### src/rtl/ant_pkg.sv
// Shared constants for the ant sprite overlay: bitmap, direction encoding, colour width.
package ant_pkg;

    localparam int unsigned COLOR_W  = 3;
    localparam int unsigned BMP_SIZE = 8;

    typedef enum logic [1:0] {
        DirUp    = 2'd0,
        DirDown  = 2'd1,
        DirLeft  = 2'd2,
        DirRight = 2'd3
    } ant_dir_e;

    // Up-facing ant, row 0 at the top; leftmost literal bit is x = 0.
    localparam logic [0:BMP_SIZE-1] ANT_BITMAP [BMP_SIZE] = '{
        8'b01000010,
        8'b00100100,
        8'b00011000,
        8'b10111101,
        8'b01011010,
        8'b00111100,
        8'b01011010,
        8'b10011001
    };

    // Ceiling log2 with a floor of one bit so single-entry ranges still get a port.
    function automatic int unsigned ant_clog2(input int unsigned n);
        int unsigned r;
        r = 1;
        while ((32'd1 << r) < n) r++;
        return r;
    endfunction

endpackage

### src/rtl/ant_sprite_mux_if.sv
// Pixel-stream, ant-configuration and overlay-output signals of ant_sprite_mux.
interface ant_sprite_mux_if
    import ant_pkg::*;
#(
    parameter int unsigned C_CELL_SIZE      = 8,
    parameter int unsigned C_NUM_OF_CELLS_X = 64,
    parameter int unsigned C_NUM_OF_CELLS_Y = 64,
    parameter int unsigned C_NUM_ANTS       = 4
);
    localparam int unsigned CX_W  = ant_clog2(C_NUM_OF_CELLS_X);
    localparam int unsigned CY_W  = ant_clog2(C_NUM_OF_CELLS_Y);
    localparam int unsigned OFS_W = ant_clog2(C_CELL_SIZE);

    logic                            ivalid;
    logic                            iframe;
    logic [CY_W-1:0]                 line;
    logic [CX_W-1:0]                 column;
    logic [OFS_W-1:0]                irx;
    logic [OFS_W-1:0]                iry;
    logic [C_NUM_ANTS*CX_W-1:0]      iant_pos_x;
    logic [C_NUM_ANTS*CY_W-1:0]      iant_pos_y;
    logic [2*C_NUM_ANTS-1:0]         iant_dir;
    logic [COLOR_W*C_NUM_ANTS-1:0]   iant_color;
    logic [C_NUM_ANTS-1:0]           iant_en;
    logic [C_NUM_ANTS-1:0]           iant_blink;
    logic                            odata_en;
    logic [COLOR_W-1:0]              odata;

    modport master (
        output ivalid, iframe, line, column, irx, iry,
        output iant_pos_x, iant_pos_y, iant_dir, iant_color, iant_en, iant_blink,
        input  odata_en, odata
    );

    modport slave (
        input  ivalid, iframe, line, column, irx, iry,
        input  iant_pos_x, iant_pos_y, iant_dir, iant_color, iant_en, iant_blink,
        output odata_en, odata
    );

endinterface

### src/rtl/ant_sprite_rom.sv
// Combinational sprite lookup: rotates the pixel offset into the up-facing bitmap frame.
module ant_sprite_rom
    import ant_pkg::*;
#(
    parameter int unsigned C_CELL_SIZE = 8,
    parameter int unsigned OFS_W       = 3
) (
    input  logic [OFS_W-1:0] rx,
    input  logic [OFS_W-1:0] ry,
    input  ant_dir_e         dir,
    output logic             pixel
);
    localparam logic [OFS_W-1:0] EDGE = OFS_W'(C_CELL_SIZE - 1);

    logic [OFS_W-1:0] sx;
    logic [OFS_W-1:0] sy;

    always_comb begin
        sx = rx;
        sy = ry;
        unique case (dir)
            DirUp:    begin sx = rx; sy = ry;        end
            DirDown:  begin sx = rx; sy = EDGE - ry; end
            DirLeft:  begin sx = ry; sy = rx;        end
            DirRight: begin sx = ry; sy = EDGE - rx; end
        endcase
    end

    // Cells larger than the stored bitmap show transparent pixels outside it.
    always_comb begin
        pixel = 1'b0;
        for (int y = 0; y < int'(BMP_SIZE); y++) begin
            for (int x = 0; x < int'(BMP_SIZE); x++) begin
                if (int'(sy) == y && int'(sx) == x) pixel = ANT_BITMAP[y][x];
            end
        end
    end

endmodule

### src/rtl/ant_sprite_mux.sv
// Ant sprite overlay: per-ant hit test, lowest-index priority, frame-synchronous blink.
// Two register stages: per-ant hits/colours, then the resolved pixel.
module ant_sprite_mux
    import ant_pkg::*;
#(
    parameter int unsigned C_CELL_SIZE      = 8,
    parameter int unsigned C_NUM_OF_CELLS_X = 64,
    parameter int unsigned C_NUM_OF_CELLS_Y = 64,
    parameter int unsigned C_NUM_ANTS       = 4,
    parameter int unsigned C_BLINK_FRAMES   = 16
) (
    input logic             iclk,
    input logic             irst,
    ant_sprite_mux_if.slave bus
);
    localparam int unsigned CX_W  = ant_clog2(C_NUM_OF_CELLS_X);
    localparam int unsigned CY_W  = ant_clog2(C_NUM_OF_CELLS_Y);
    localparam int unsigned OFS_W = ant_clog2(C_CELL_SIZE);
    localparam int unsigned FRM_W = ant_clog2(C_BLINK_FRAMES);
    localparam logic [FRM_W-1:0] FRM_LAST = FRM_W'(C_BLINK_FRAMES - 1);

    logic [FRM_W-1:0]              frame_cnt_q;
    logic                          blink_phase_q;
    logic                          in_range;
    logic [C_NUM_ANTS-1:0]         pix;
    logic [C_NUM_ANTS-1:0]         hit_d;
    logic [C_NUM_ANTS-1:0]         hit_q;
    logic [C_NUM_ANTS*COLOR_W-1:0] color_q;
    logic                          data_en_d;
    logic                          data_en_q;
    logic [COLOR_W-1:0]            data_d;
    logic [COLOR_W-1:0]            data_q;

    always_ff @(posedge iclk) begin
        if (irst) begin
            frame_cnt_q   <= '0;
            blink_phase_q <= 1'b0;
        end else if (bus.iframe) begin
            if (frame_cnt_q == FRM_LAST) begin
                frame_cnt_q   <= '0;
                blink_phase_q <= ~blink_phase_q;
            end else begin
                frame_cnt_q <= frame_cnt_q + 1'b1;
            end
        end
    end

    // Only matters for non power-of-two grids/cells where the coordinate ports can overrun.
    assign in_range = (32'(bus.column) < C_NUM_OF_CELLS_X) &&
                      (32'(bus.line)   < C_NUM_OF_CELLS_Y) &&
                      (32'(bus.irx)    < C_CELL_SIZE) &&
                      (32'(bus.iry)    < C_CELL_SIZE);

    for (genvar k = 0; k < C_NUM_ANTS; k++) begin : g_ant
        logic [CX_W-1:0] pos_x;
        logic [CY_W-1:0] pos_y;

        assign pos_x = bus.iant_pos_x[k*CX_W +: CX_W];
        assign pos_y = bus.iant_pos_y[k*CY_W +: CY_W];

        ant_sprite_rom #(
            .C_CELL_SIZE (C_CELL_SIZE),
            .OFS_W       (OFS_W)
        ) u_rom (
            .rx    (bus.irx),
            .ry    (bus.iry),
            .dir   (ant_dir_e'(bus.iant_dir[2*k +: 2])),
            .pixel (pix[k])
        );

        assign hit_d[k] = bus.ivalid && in_range && bus.iant_en[k] &&
                          (pos_x == bus.column) && (pos_y == bus.line) && pix[k] &&
                          !(bus.iant_blink[k] && blink_phase_q);
    end

    always_ff @(posedge iclk) begin
        if (irst) begin
            hit_q   <= '0;
            color_q <= '0;
        end else begin
            hit_q   <= hit_d;
            color_q <= bus.iant_color;
        end
    end

    // Walk from the top index down so the lowest-index hit is written last and wins.
    always_comb begin
        data_en_d = 1'b0;
        data_d    = '0;
        for (int k = int'(C_NUM_ANTS) - 1; k >= 0; k--) begin
            if (hit_q[k]) begin
                data_en_d = 1'b1;
                data_d    = color_q[k*COLOR_W +: COLOR_W];
            end
        end
    end

    always_ff @(posedge iclk) begin
        if (irst) begin
            data_en_q <= 1'b0;
            data_q    <= '0;
        end else begin
            data_en_q <= data_en_d;
            data_q    <= data_d;
        end
    end

    assign bus.odata_en = data_en_q;
    assign bus.odata    = data_q;

endmodule

### src/flat_wrapper.sv
// flat-port wrapper written by rule: the top's interface ports become plain ports
module ant_sprite_mux_flat import ant_pkg::*;
#(
    parameter int unsigned C_CELL_SIZE      = 8,
    parameter int unsigned C_NUM_OF_CELLS_X = 64,
    parameter int unsigned C_NUM_OF_CELLS_Y = 64,
    parameter int unsigned C_NUM_ANTS       = 4,
    parameter int unsigned C_BLINK_FRAMES   = 16
)
  (iclk, irst, bus_ivalid, bus_iframe, bus_line, bus_column, bus_irx, bus_iry, bus_iant_pos_x, bus_iant_pos_y, bus_iant_dir, bus_iant_color, bus_iant_en, bus_iant_blink, bus_odata_en, bus_odata);
  ant_sprite_mux_if #(.C_CELL_SIZE(C_CELL_SIZE), .C_NUM_OF_CELLS_X(C_NUM_OF_CELLS_X), .C_NUM_OF_CELLS_Y(C_NUM_OF_CELLS_Y), .C_NUM_ANTS(C_NUM_ANTS)) bus_i ();
  input logic iclk;
  input logic irst;
  input wire logic [$bits(bus_i.ivalid)-1:0] bus_ivalid;
  input wire logic [$bits(bus_i.iframe)-1:0] bus_iframe;
  input wire logic [$bits(bus_i.line)-1:0] bus_line;
  input wire logic [$bits(bus_i.column)-1:0] bus_column;
  input wire logic [$bits(bus_i.irx)-1:0] bus_irx;
  input wire logic [$bits(bus_i.iry)-1:0] bus_iry;
  input wire logic [$bits(bus_i.iant_pos_x)-1:0] bus_iant_pos_x;
  input wire logic [$bits(bus_i.iant_pos_y)-1:0] bus_iant_pos_y;
  input wire logic [$bits(bus_i.iant_dir)-1:0] bus_iant_dir;
  input wire logic [$bits(bus_i.iant_color)-1:0] bus_iant_color;
  input wire logic [$bits(bus_i.iant_en)-1:0] bus_iant_en;
  input wire logic [$bits(bus_i.iant_blink)-1:0] bus_iant_blink;
  output wire logic [$bits(bus_i.odata_en)-1:0] bus_odata_en;
  output wire logic [$bits(bus_i.odata)-1:0] bus_odata;
  assign bus_i.ivalid = bus_ivalid;
  assign bus_i.iframe = bus_iframe;
  assign bus_i.line = bus_line;
  assign bus_i.column = bus_column;
  assign bus_i.irx = bus_irx;
  assign bus_i.iry = bus_iry;
  assign bus_i.iant_pos_x = bus_iant_pos_x;
  assign bus_i.iant_pos_y = bus_iant_pos_y;
  assign bus_i.iant_dir = bus_iant_dir;
  assign bus_i.iant_color = bus_iant_color;
  assign bus_i.iant_en = bus_iant_en;
  assign bus_i.iant_blink = bus_iant_blink;
  assign bus_odata_en = bus_i.odata_en;
  assign bus_odata = bus_i.odata;
  ant_sprite_mux #(.C_CELL_SIZE(C_CELL_SIZE), .C_NUM_OF_CELLS_X(C_NUM_OF_CELLS_X), .C_NUM_OF_CELLS_Y(C_NUM_OF_CELLS_Y), .C_NUM_ANTS(C_NUM_ANTS), .C_BLINK_FRAMES(C_BLINK_FRAMES)) u_core (.iclk(iclk), .irst(irst), .bus(bus_i));
endmodule
### config.mk
export PLATFORM = sky130hd
export DESIGN_NAME = ant_sprite_mux_flat
export DESIGN_NICKNAME = d
export VERILOG_FILES = /design/src/rtl/ant_pkg.sv /design/src/rtl/ant_sprite_mux_if.sv /design/src/rtl/ant_sprite_rom.sv /design/src/rtl/ant_sprite_mux.sv /design/src/flat_wrapper.sv
export SDC_FILE = /design/constraint.sdc
export NUM_CORES = 1
export LEC_CHECK = 0
export CAP_MARGIN = 5
export CORE_UTILIZATION = 25
export DETAILED_ROUTE_END_ITERATION = 6
export HOLD_SLACK_MARGIN = 0.03
export PLACE_DENSITY = 0.59
export SETUP_SLACK_MARGIN = 0.2
export SYNTH_ARGS = -nofsm -noshare
export SYNTH_HDL_FRONTEND = slang
export SYNTH_HIERARCHICAL = 1
export SYNTH_SLANG_ARGS = --single-unit
### constraint.sdc
create_clock -name iclk -period 4.4 [get_ports iclk]
set_clock_uncertainty 0.1 [all_clocks]
set_input_delay 0.66 -clock iclk [delete_from_list [all_inputs] [get_ports iclk]]
set_output_delay 0.66 -clock iclk [all_outputs]
set_load 0.05 [all_outputs]
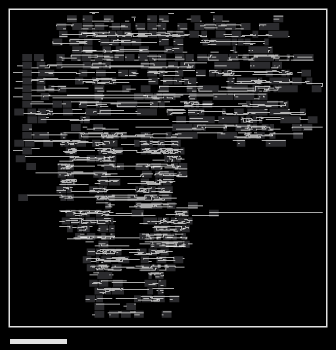
(signal wires on met1)
Bar = 20 um.
wire length on this layer: 3620 um
main direction: horizontal
share of all routed wire: 46%
nets with wire on the layer: 465
longest straight run: 45.1 um
total detailed-routing wirelength: 7930 um
met1 track demand over resource: 0.162

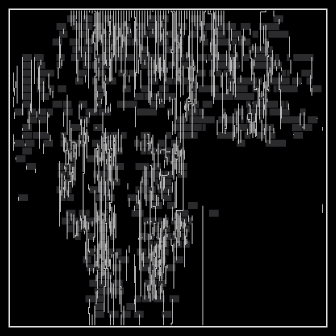
(met2 routing)
share of all routed wire: 51%
wire length on this layer: 4050 um
main direction: vertical
DR vias: 2740
met2 layer usage reported by global route: 0.232

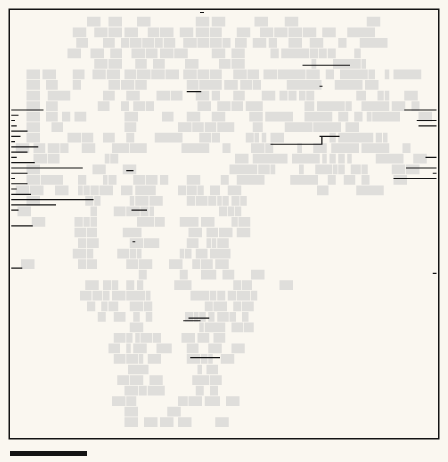
(the metal 3 layer)
Bar = 20 um.
longest straight run: 20.9 um
nets with wire on the layer: 37
main direction: horizontal
wire length on this layer: 207 um
share of all routed wire: 2.6%
met3 track demand over resource: 0.0154

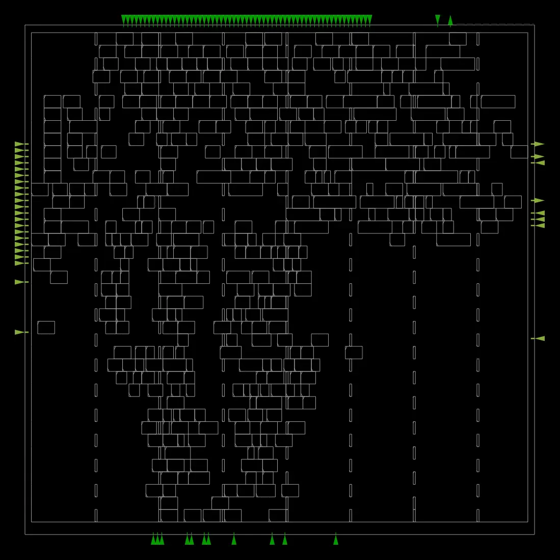
(placed standard cells)
Final Non-Filler Cells: 563
sequential fraction of total cell area: 0.126
Well Taps: 143
Core Util, Final: 0.349
placeable core region: 11400 um^2

==> notes.md <==
On the critical path, the stage with the largest delay is an instance of sky130_fd_sc_hd__clkdlybuf4s50_1. After detailed routing, the number of remaining DRC violations is 0. The post-route report lists met1 wire length as 3620 um. The top cell types in the final layout, fill and taps aside, are sky130_fd_sc_hd__clkdlybuf4s50_1 (101), sky130_fd_sc_hd__xnor2_1 (57), sky130_fd_sc_hd__dfxtp_1 (25).

The fraction of the mapped netlist area in adder cells came out at 0.00425. Endpoint of the worst register-to-register path: u_core/blink_phase_q. RePlAce ended its routability-driven mode at a weighted congestion of 0.782. The tools report the number of DRC markers after the initial detailed-route iteration as 146.

For the leakage dissipation, the log shows 1.32 nW. The critical path's top delay family is buffers and inverters. On the reported timing paths, the clock transition at the registers reads 0.06 ns. The first global-routing pass estimated 13300 um of wire. The tools report the net switching component of the power as 0.220 mW. According to the timing report, the arrival time at the worst endpoint equals 3.27 ns. The tools report the final critical-path setup slack as 1.20 ns. The tools report the number of buffers added by the clock tree synthesis step as 3. After routing the design area is 3980 um^2. The number of H-tree levels came out at 1. Buffers placed on the I/O ports in this run total 101. After floorplanning, the die was sized to cover 12200 um^2.

In the synthesized netlist, the dominant kind of combinational cell is simple AND/OR/NAND/NOR gates. The via count of the first global-routing pass is 2735. The number of antenna cells inserted was 0.

After detailed routing, no signal wire sits above met4. The run gives 0.204 for the area fraction in xor and xnor cells. The report lists the power per cell area as 189 nW/um^2. Summed over all nets, wire length on met3 after detailed routing comes to 207 um. Clock tree synthesis selected as its root buffer the cell sky130_fd_sc_hd__clkbuf_16. The run gives 3 for the count of clock-net buffers in the final layout. A synthesized cell averages 8.58 um^2. The final sequential cell count is 25. With the cell depth of the worst setup path at 8, the logic area is 2150 um^2.

The clock passes through at most 2 buffers. Power group with the largest share: combinational cells. The number of cells on the worst hold path is listed as 2. The tools report the total power draw as 0.751 mW. The largest fanout on the critical path came out at 25. The main area contributors are sky130_fd_sc_hd__dfxtp_1 (17%), sky130_fd_sc_hd__xnor2_1 (17%), sky130_fd_sc_hd__buf_6 (6.1%).

The run gives 0.414 as the combinational share of power. The number of setup buffers added after CTS was 0. In the synthesized netlist, the number of instances is 343.

The register with the most flip-flops in the layout has 12 of them. Of all cell types, the one taking the most synthesized area is sky130_fd_sc_hd__dfxtp_1. The run gives 0.259 for the share of final layout cell area taken by non-clock buffers. The floorplan row count was 39. Cell count in the Yosys report: 343. The flow ran to the end, and the final reports show no timing, DRC or antenna violations. The registers reported with the highest flop counts are u_core/color_q x12, u_core/frame_cnt_q x4, u_core/hit_q x4. The gate-level netlist out of Yosys references 45 unique cell types.

Starting density of the core: 0.258. The most common cell in the synthesized netlist is sky130_fd_sc_hd__xnor2_1. The post-placement cell area is 3900 um^2, and the number of enable-type register cells in the synthesized netlist is 0. With the count of tool warnings at 26, the amount of wire on met2 after detailed routing is 4050 um. For the worst voltage drop across the vdd grid, the log shows 0.190 mV.

The initial antenna violation count was 0; the Yosys chip area was 2940 um^2. For the share of total power in the clock network, the log shows 0.270. In the log, the iteration count for the first detailed-route pass is 4. The post-synthesis register bit count is 25.

For this run, the post-layout net count is 520. The layout buffer count excluding clock buffers is 104. Per STA, the startpoint of the critical path is bus_irx[2]. In this run the register-to-register setup slack is 3.16 ns. The critical path is of the input pin to register type. Switching fraction of total power: 0.293.

The insertion delay of the later-clocked pin in the worst-skew pair came out at 0.26 ns. Summing all flip-flop and latch instances after layout gives 500 um^2. The data required time at the worst endpoint was 4.47 ns. The run gives 3.20 ns for the final critical-path required period. The power drawn by the clock network is 0.203 mW. The fraction of post-synthesis cell area in the top cell type by area is 0.170.

The capture endpoint of the worst hold path was u_core/bus.odata[1]. The worst slew margin relative to its limit was 0.339; the total placed cells including tap cells was 559. The launch point of the worst register-to-register path is recorded as u_core/frame_cnt_q[0]. The internal portion of the total power is 0.531 mW. Entering global routing, the biggest net connects 49 pins. The most used routing layer was met2. The largest cell class by area is logic gates. The run gives 14.1 um for the average wire per standard cell. On the worst path, the slowest cell contributes a delay of 1.12 ns. Register containing the most flip-flops in the final layout: u_core/color_q. Leaving out the clock tree, the finished layout contains an inverter count of 11. The signal on the critical path passes through clkdlybuf4s50_1 -> mux2i_2 -> and4b_1 -> o21ai_0 -> o211ai_1 -> nor3_2 -> nand4_1 -> nor4_2.

The combinational share of cell area works out to 0.539. The combined buffer and inverter count along the critical path was 1; the signed area change from the synthesized netlist to the final layout was 35.4%. The number of nets in the synthesized netlist was 442; the transition time of the tightest slew-check pin was 0.988 ns. The tools report the critical path endpoint as u_core/hit_q[1].

The run gives 0 as the max-slew violation total from the final report. The share of cells above drive strength 1 came out at 0.0810. The tools report the clock sink total as 25.

During synthesis, Yosys emitted a total of 6 warnings. At the placement stage, the worst setup path has a slack of 0.961 ns. The basic-gate share of the synthesized area counting and, or, nand and nor cells came out at 0.287.

With the portion of the post-synthesis area used by sequential elements at 0.170, the layout filler cell count is 1228. The worst hold slack after final layout is 0.341 ns, and the proportion of cell area spent on the clock network is 0.0207. The tools report the achievable clock frequency as 0.313 GHz. Total sequential power: 0.237 mW. In the final timing run, aggregate negative setup slack is 0 ns. Dividing the detail-routed via count by the number of cells gives 4.87.

Gates resized during post-CTS repair numbered 0. Setup repair after global routing left no endpoint under its margin. Portion of the clock cycle consumed by the worst path in the final layout: 0.727. The share of synthesized cell area in and-or and or-and compound cells is 0.158, and the combinational-cell power consumption is 0.311 mW.

The commonest cells after synthesis are sky130_fd_sc_hd__xnor2_1 (57), sky130_fd_sc_hd__dfxtp_1 (25), sky130_fd_sc_hd__mux2i_1 (17), sky130_fd_sc_hd__nand4_1 (17), sky130_fd_sc_hd__nor2b_1 (17). The post-synthesis mux area share is 0.0766, and the floorplan die width is 110 um. The hold violation total from the final report is 0.

The residual antenna-violating net count after detailed routing is 0. For this run, the final setup violation count is recorded as 0. The layout contains a multi-input combinational cell count of 276. The die is 110 um tall.

The proportion of register bits with asynchronous set or reset after synthesis was 0. The startpoint of the most critical hold path is u_core/color_q[1]. The run gives 2940 um^2 as the cell area after technology mapping. The fraction of power consumed by sequential logic was 0.315. 102 I/O pins were placed.

The worst min-delay path class was register to register. The length in cells of the worst reg-to-reg path came out at 4. The estimated wirelength of the detail-placed design was 6150 um.
Power is estimated from default activity; no workload was simulated.
